**src/rtl/cpu_pkg.sv**
```systemverilog
// Shared definitions for the CPU pipeline control blocks: operand-mux
// encodings, the memory-wait FSM state type and default widths.
package cpu_pkg;

   // Default register-address width (32 architectural registers)
   localparam int REG_AW_DEF = 5;

   // Operand mux encoding used by the EX-stage forwarding muxes
   localparam logic [1:0] FWD_REG   = 2'b00;   // value read from the register file
   localparam logic [1:0] FWD_EXMEM = 2'b01;   // result held in EX/MEM
   localparam logic [1:0] FWD_MEMWB = 2'b10;   // result held in MEM/WB

   // Pipeline-level state: free running, or stalled on data memory
   typedef enum logic [0:0] {
      RUN      = 1'b0,
      MEM_WAIT = 1'b1
   } fsm_state_t;

endpackage

```
**src/rtl/fwd_select.sv**
```systemverilog
// Forward-select generator for one ALU operand. Purely combinational:
// compares the operand's source register against the EX/MEM and MEM/WB
// destinations and picks the youngest matching producer. Register 0 is
// hard-wired to zero and therefore never forwarded.
module fwd_select
   import cpu_pkg::*;
#(
   parameter int REG_AW = REG_AW_DEF
) (
   input  logic              exmem_valid,
   input  logic              exmem_reg_write,
   input  logic [REG_AW-1:0] exmem_rd,
   input  logic              memwb_valid,
   input  logic              memwb_reg_write,
   input  logic [REG_AW-1:0] memwb_rd,
   input  logic [REG_AW-1:0] src_reg,
   output logic [1:0]        sel
);

   logic exmem_hit_s;
   logic memwb_hit_s;

   // A slot can forward only if it holds a live instruction writing a non-zero register
   always_comb begin
      exmem_hit_s = exmem_valid && exmem_reg_write &&
                    (exmem_rd != {REG_AW{1'b0}}) && (exmem_rd == src_reg);
      memwb_hit_s = memwb_valid && memwb_reg_write &&
                    (memwb_rd != {REG_AW{1'b0}}) && (memwb_rd == src_reg);
   end

   // EX/MEM holds the younger result, so it wins over MEM/WB
   always_comb begin
      sel = FWD_REG;
      if (exmem_hit_s) begin
         sel = FWD_EXMEM;
      end else if (memwb_hit_s) begin
         sel = FWD_MEMWB;
      end else begin
         sel = FWD_REG;
      end
   end

endmodule

```
**src/rtl/fwd_hazard_ctrl.sv**
```systemverilog
// Forwarding and hazard controller for the 5-stage pipeline.
// Shadows the destination/control fields of ID/EX, EX/MEM and MEM/WB,
// drives the EX operand forward selects, detects load-use hazards,
// applies branch flushes and freezes the whole pipeline while data
// memory is busy. Stall and flush events are counted with saturation.
module fwd_hazard_ctrl
   import cpu_pkg::*;
#(
   parameter int REG_AW = REG_AW_DEF,
   parameter int CNT_W  = 16
) (
   input  logic              clk,
   input  logic              reset_n,
   input  logic              id_valid,
   input  logic [REG_AW-1:0] id_rs1,
   input  logic [REG_AW-1:0] id_rs2,
   input  logic [REG_AW-1:0] id_rd,
   input  logic              id_reg_write,
   input  logic              id_mem_read,
   input  logic              ex_branch_taken,
   input  logic              mem_busy,
   output logic [1:0]        forward_a,
   output logic [1:0]        forward_b,
   output logic              pc_write,
   output logic              ifid_write,
   output logic              idex_bubble,
   output logic              ifid_flush,
   output logic              freeze,
   output logic [CNT_W-1:0]  stall_cnt,
   output logic [CNT_W-1:0]  flush_cnt
);

   localparam logic [REG_AW-1:0] REG_ZERO = {REG_AW{1'b0}};
   localparam logic [CNT_W-1:0]  CNT_MAX  = {CNT_W{1'b1}};
   localparam logic [CNT_W-1:0]  CNT_ONE  = {{(CNT_W-1){1'b0}}, 1'b1};
   localparam logic [CNT_W-1:0]  CNT_ZERO = {CNT_W{1'b0}};

   // ID/EX shadow slot
   logic              idex_valid_r;
   logic [REG_AW-1:0] idex_rs1_r;
   logic [REG_AW-1:0] idex_rs2_r;
   logic [REG_AW-1:0] idex_rd_r;
   logic              idex_reg_write_r;
   logic              idex_mem_read_r;

   // EX/MEM shadow slot
   logic              exmem_valid_r;
   logic [REG_AW-1:0] exmem_rd_r;
   logic              exmem_reg_write_r;

   // MEM/WB shadow slot
   logic              memwb_valid_r;
   logic [REG_AW-1:0] memwb_rd_r;
   logic              memwb_reg_write_r;

   // Memory-wait FSM
   fsm_state_t state_r;
   fsm_state_t state_nxt_s;

   // Hazard decode
   logic hold_s;
   logic load_use_s;
   logic stall_inc_s;
   logic flush_inc_s;

   // Saturating counters
   logic [CNT_W-1:0] stall_cnt_r;
   logic [CNT_W-1:0] flush_cnt_r;

   // One forward-select generator per ALU operand
   fwd_select #(
      .REG_AW          (REG_AW)
   ) u_fwd_a (
      .exmem_valid     (exmem_valid_r),
      .exmem_reg_write (exmem_reg_write_r),
      .exmem_rd        (exmem_rd_r),
      .memwb_valid     (memwb_valid_r),
      .memwb_reg_write (memwb_reg_write_r),
      .memwb_rd        (memwb_rd_r),
      .src_reg         (idex_rs1_r),
      .sel             (forward_a)
   );

   fwd_select #(
      .REG_AW          (REG_AW)
   ) u_fwd_b (
      .exmem_valid     (exmem_valid_r),
      .exmem_reg_write (exmem_reg_write_r),
      .exmem_rd        (exmem_rd_r),
      .memwb_valid     (memwb_valid_r),
      .memwb_reg_write (memwb_reg_write_r),
      .memwb_rd        (memwb_rd_r),
      .src_reg         (idex_rs2_r),
      .sel             (forward_b)
   );

   // Freeze condition and load-use detection against the decoding instruction
   always_comb begin
      hold_s     = (state_r == MEM_WAIT) || mem_busy;
      load_use_s = idex_valid_r && idex_mem_read_r && (idex_rd_r != REG_ZERO) &&
                   id_valid && ((idex_rd_r == id_rs1) || (idex_rd_r == id_rs2));
   end

   // FSM next state: enter MEM_WAIT on busy, leave on the first non-busy cycle
   always_comb begin
      state_nxt_s = state_r;
      case (state_r)
         RUN: begin
            if (mem_busy) begin
               state_nxt_s = MEM_WAIT;
            end else begin
               state_nxt_s = RUN;
            end
         end
         MEM_WAIT: begin
            if (mem_busy) begin
               state_nxt_s = MEM_WAIT;
            end else begin
               state_nxt_s = RUN;
            end
         end
         default: begin
            state_nxt_s = RUN;
         end
      endcase
   end

   // Pipeline control outputs; priority is freeze, then branch flush, then load-use
   always_comb begin
      pc_write    = 1'b1;
      ifid_write  = 1'b1;
      idex_bubble = 1'b0;
      ifid_flush  = 1'b0;
      freeze      = 1'b0;
      stall_inc_s = 1'b0;
      flush_inc_s = 1'b0;
      if (hold_s) begin
         freeze     = 1'b1;
         pc_write   = 1'b0;
         ifid_write = 1'b0;
      end else if (ex_branch_taken) begin
         ifid_flush  = 1'b1;
         idex_bubble = 1'b1;
         flush_inc_s = 1'b1;
      end else if (load_use_s) begin
         pc_write    = 1'b0;
         ifid_write  = 1'b0;
         idex_bubble = 1'b1;
         stall_inc_s = 1'b1;
      end else begin
         pc_write    = 1'b1;
         ifid_write  = 1'b1;
      end
   end

   // FSM state register
   always_ff @(posedge clk) begin
      if (!reset_n) begin
         state_r <= RUN;
      end else begin
         state_r <= state_nxt_s;
      end
   end

   // Shadow slots advance with the pipeline unless frozen; bubbles carry zeroed fields
   always_ff @(posedge clk) begin
      if (!reset_n) begin
         idex_valid_r      <= 1'b0;
         idex_rs1_r        <= REG_ZERO;
         idex_rs2_r        <= REG_ZERO;
         idex_rd_r         <= REG_ZERO;
         idex_reg_write_r  <= 1'b0;
         idex_mem_read_r   <= 1'b0;
         exmem_valid_r     <= 1'b0;
         exmem_rd_r        <= REG_ZERO;
         exmem_reg_write_r <= 1'b0;
         memwb_valid_r     <= 1'b0;
         memwb_rd_r        <= REG_ZERO;
         memwb_reg_write_r <= 1'b0;
      end else if (!freeze) begin
         memwb_valid_r     <= exmem_valid_r;
         memwb_rd_r        <= exmem_rd_r;
         memwb_reg_write_r <= exmem_reg_write_r;
         exmem_valid_r     <= idex_valid_r;
         exmem_rd_r        <= idex_rd_r;
         exmem_reg_write_r <= idex_reg_write_r;
         if (idex_bubble || !id_valid) begin
            idex_valid_r     <= 1'b0;
            idex_rs1_r       <= REG_ZERO;
            idex_rs2_r       <= REG_ZERO;
            idex_rd_r        <= REG_ZERO;
            idex_reg_write_r <= 1'b0;
            idex_mem_read_r  <= 1'b0;
         end else begin
            idex_valid_r     <= 1'b1;
            idex_rs1_r       <= id_rs1;
            idex_rs2_r       <= id_rs2;
            idex_rd_r        <= id_rd;
            idex_reg_write_r <= id_reg_write;
            idex_mem_read_r  <= id_mem_read;
         end
      end else begin
         memwb_valid_r     <= memwb_valid_r;
         memwb_rd_r        <= memwb_rd_r;
         memwb_reg_write_r <= memwb_reg_write_r;
         exmem_valid_r     <= exmem_valid_r;
         exmem_rd_r        <= exmem_rd_r;
         exmem_reg_write_r <= exmem_reg_write_r;
         idex_valid_r      <= idex_valid_r;
         idex_rs1_r        <= idex_rs1_r;
         idex_rs2_r        <= idex_rs2_r;
         idex_rd_r         <= idex_rd_r;
         idex_reg_write_r  <= idex_reg_write_r;
         idex_mem_read_r   <= idex_mem_read_r;
      end
   end

   // Stall counter: counts accepted load-use stalls, sticks at all ones
   always_ff @(posedge clk) begin
      if (!reset_n) begin
         stall_cnt_r <= CNT_ZERO;
      end else if (stall_inc_s && (stall_cnt_r != CNT_MAX)) begin
         stall_cnt_r <= stall_cnt_r + CNT_ONE;
      end else begin
         stall_cnt_r <= stall_cnt_r;
      end
   end

   // Flush counter: counts accepted branch flushes, sticks at all ones
   always_ff @(posedge clk) begin
      if (!reset_n) begin
         flush_cnt_r <= CNT_ZERO;
      end else if (flush_inc_s && (flush_cnt_r != CNT_MAX)) begin
         flush_cnt_r <= flush_cnt_r + CNT_ONE;
      end else begin
         flush_cnt_r <= flush_cnt_r;
      end
   end

   // Counter outputs come straight from their registers
   always_comb begin
      stall_cnt = stall_cnt_r;
      flush_cnt = flush_cnt_r;
   end

endmodule

```
**config.mk**
```make
export PLATFORM = sky130hd
export DESIGN_NAME = fwd_hazard_ctrl
export DESIGN_NICKNAME = d
export VERILOG_FILES = /design/src/rtl/cpu_pkg.sv /design/src/rtl/fwd_select.sv /design/src/rtl/fwd_hazard_ctrl.sv
export SDC_FILE = /design/constraint.sdc
export NUM_CORES = 1
export LEC_CHECK = 0
export CORE_MARGIN = 3
export CORE_UTILIZATION = 55
export DETAILED_ROUTE_END_ITERATION = 10
export PLACE_DENSITY_LB_ADDON = 0.25
export SETUP_SLACK_MARGIN = 0.02
export SLEW_MARGIN = 20
export SYNTH_ARGS = -nofsm -noshare
export SYNTH_HDL_FRONTEND = slang
export SYNTH_SLANG_ARGS = --single-unit
```
**constraint.sdc**
```tcl
create_clock -name clk -period 4.33 [get_ports clk]
set_input_delay 0.6495 -clock clk [delete_from_list [all_inputs] [get_ports clk]]
set_output_delay 0.6495 -clock clk [all_outputs]
set_load 0.05 [all_outputs]
```
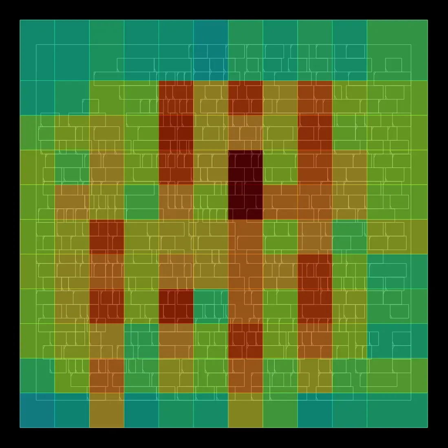
(congestion heat map)
WL/cell: 15.26 um
GR Util met1: 30.21%

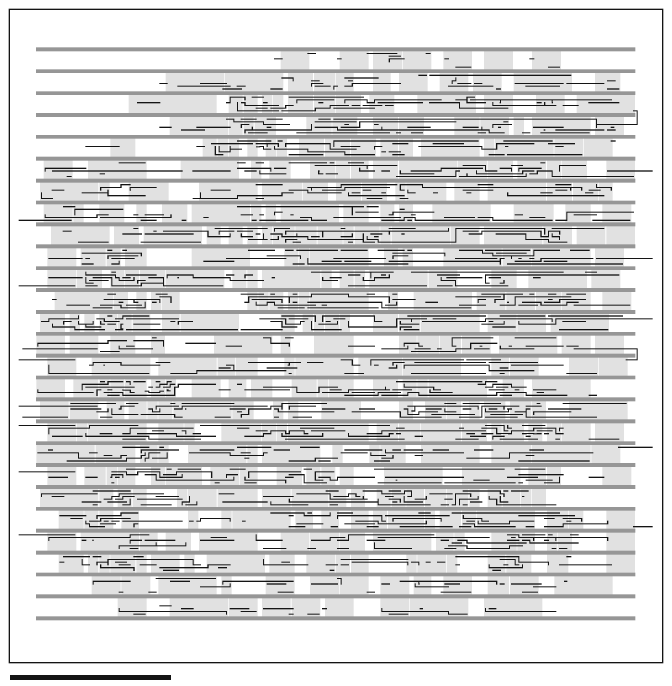
(the metal 1 layer)
The bar under the picture is 20 um long. Supply wires on this layer in grey.
nets with wire on the layer	388
main direction	horizontal
Vias: 2,707
Post-Route WL: 7.279 mm

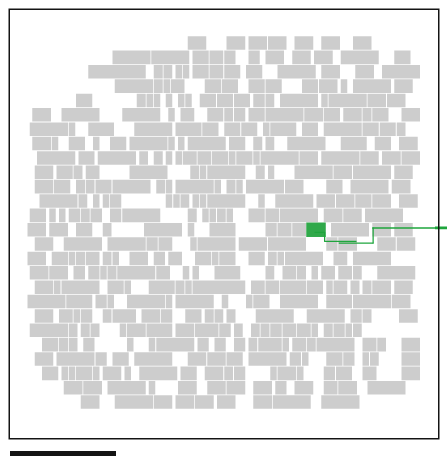
(port wiring)
The bar under the picture is 20 um long.
port	colour	direction	end cells	buffers	wire
id_mem_read	green	input	1	1	30.6 um
# port buffers: 62
IO Pins: 63

==> flow_summary.ini <==
; generated from flow reports
[status]
status = finished clean

[detailed_routing]
routed_via_density = 5.675
met1_length_mm = 3.473
drc = 0
met2_wirelength_mm = 3.300

[clock_tree]
cts_resized = 0
ctsHoldBuffers = 0
clkTransAtPathRegs_ns = 0.07
root_buffer = clkbuf_8
clock_latency_ns = 0.34
postCtsSetupBuffers = 0
clock-sinks = 65
cts_buffers = 9

[logic_synthesis]
top_logic_kind = simple AND/OR/NAND/NOR gates
yosys_warnings = 0
synth-adder-area-share_pct = 0.8078
ys.flops = 65
xor_share_pct = 13.29
ff_type = dfxtp_1
yosys-stat-area_um2 = 3098
edf_count = 0
ys_sh_mux_pct = 0.9693
netlist_area_um2 = 3098

[place]
hpwl_mm = 5.136
dp_cells = 461

[sta]
rsz0062_at_grt = no
fin_setup_tns_ns = 0
setup_viol = 0
setup_ws_ns = 0.7692
timing.slew.headroom_pct = 51.56
tightest_slew_ns = 0.7083
final_hold_viol_count = 0
final_max_slew_viol_count = 0
fmax_mhz = 280.8

[pwr]
p_seq_share_pct = 50.5
p_int_w = 0.0009262
power_w = 0.001214
switching_share_pct = 23.70
powerSeq_w = 0.000613
ir_drop_mv = 0.2544
p_sw_w = 0.0002876

[final_layout]
dominant_cells = multi-input combinational cells
comb_area_um2 = 1678
buffer_area_share_pct = 16.35
diodes = 0
inverters = 7
drive_above_1_share_pct = 11.06
lay_top_count = dfxtp_1
final_util_pct = 74.62
nFlopsAndLatches = 65
signal_buffers = 65
nMultiInputCombCells = 254
final_cells = 477
nClkBuffers = 11

[setup_path]
crit_end = idex_bubble
slowest_delay_ns = 0.83
r2r-end = stall_cnt[15]
path_delay_family = buffers and inverters
cp-startpoint = id_rs1[0]
worst-endpoint-required_ns = 3.68
worst-path-max-fanout = 8
cp-end-kind = output port

[floorplan]
design.core.area_um2 = 5270
n_tap_cell = 70
initCoreUtil_pct = 58.78
rows = 26

[hold_path]
hold_path_end = memwb_valid_r

[job]
tool_warnings = 26
maxCapViolations = 0

[global_routing]
grt_use_met3_pct = 7.428
antenna_found_initial = 0
use_met2_pct = 39.16
grt_pass1_vias = 2632
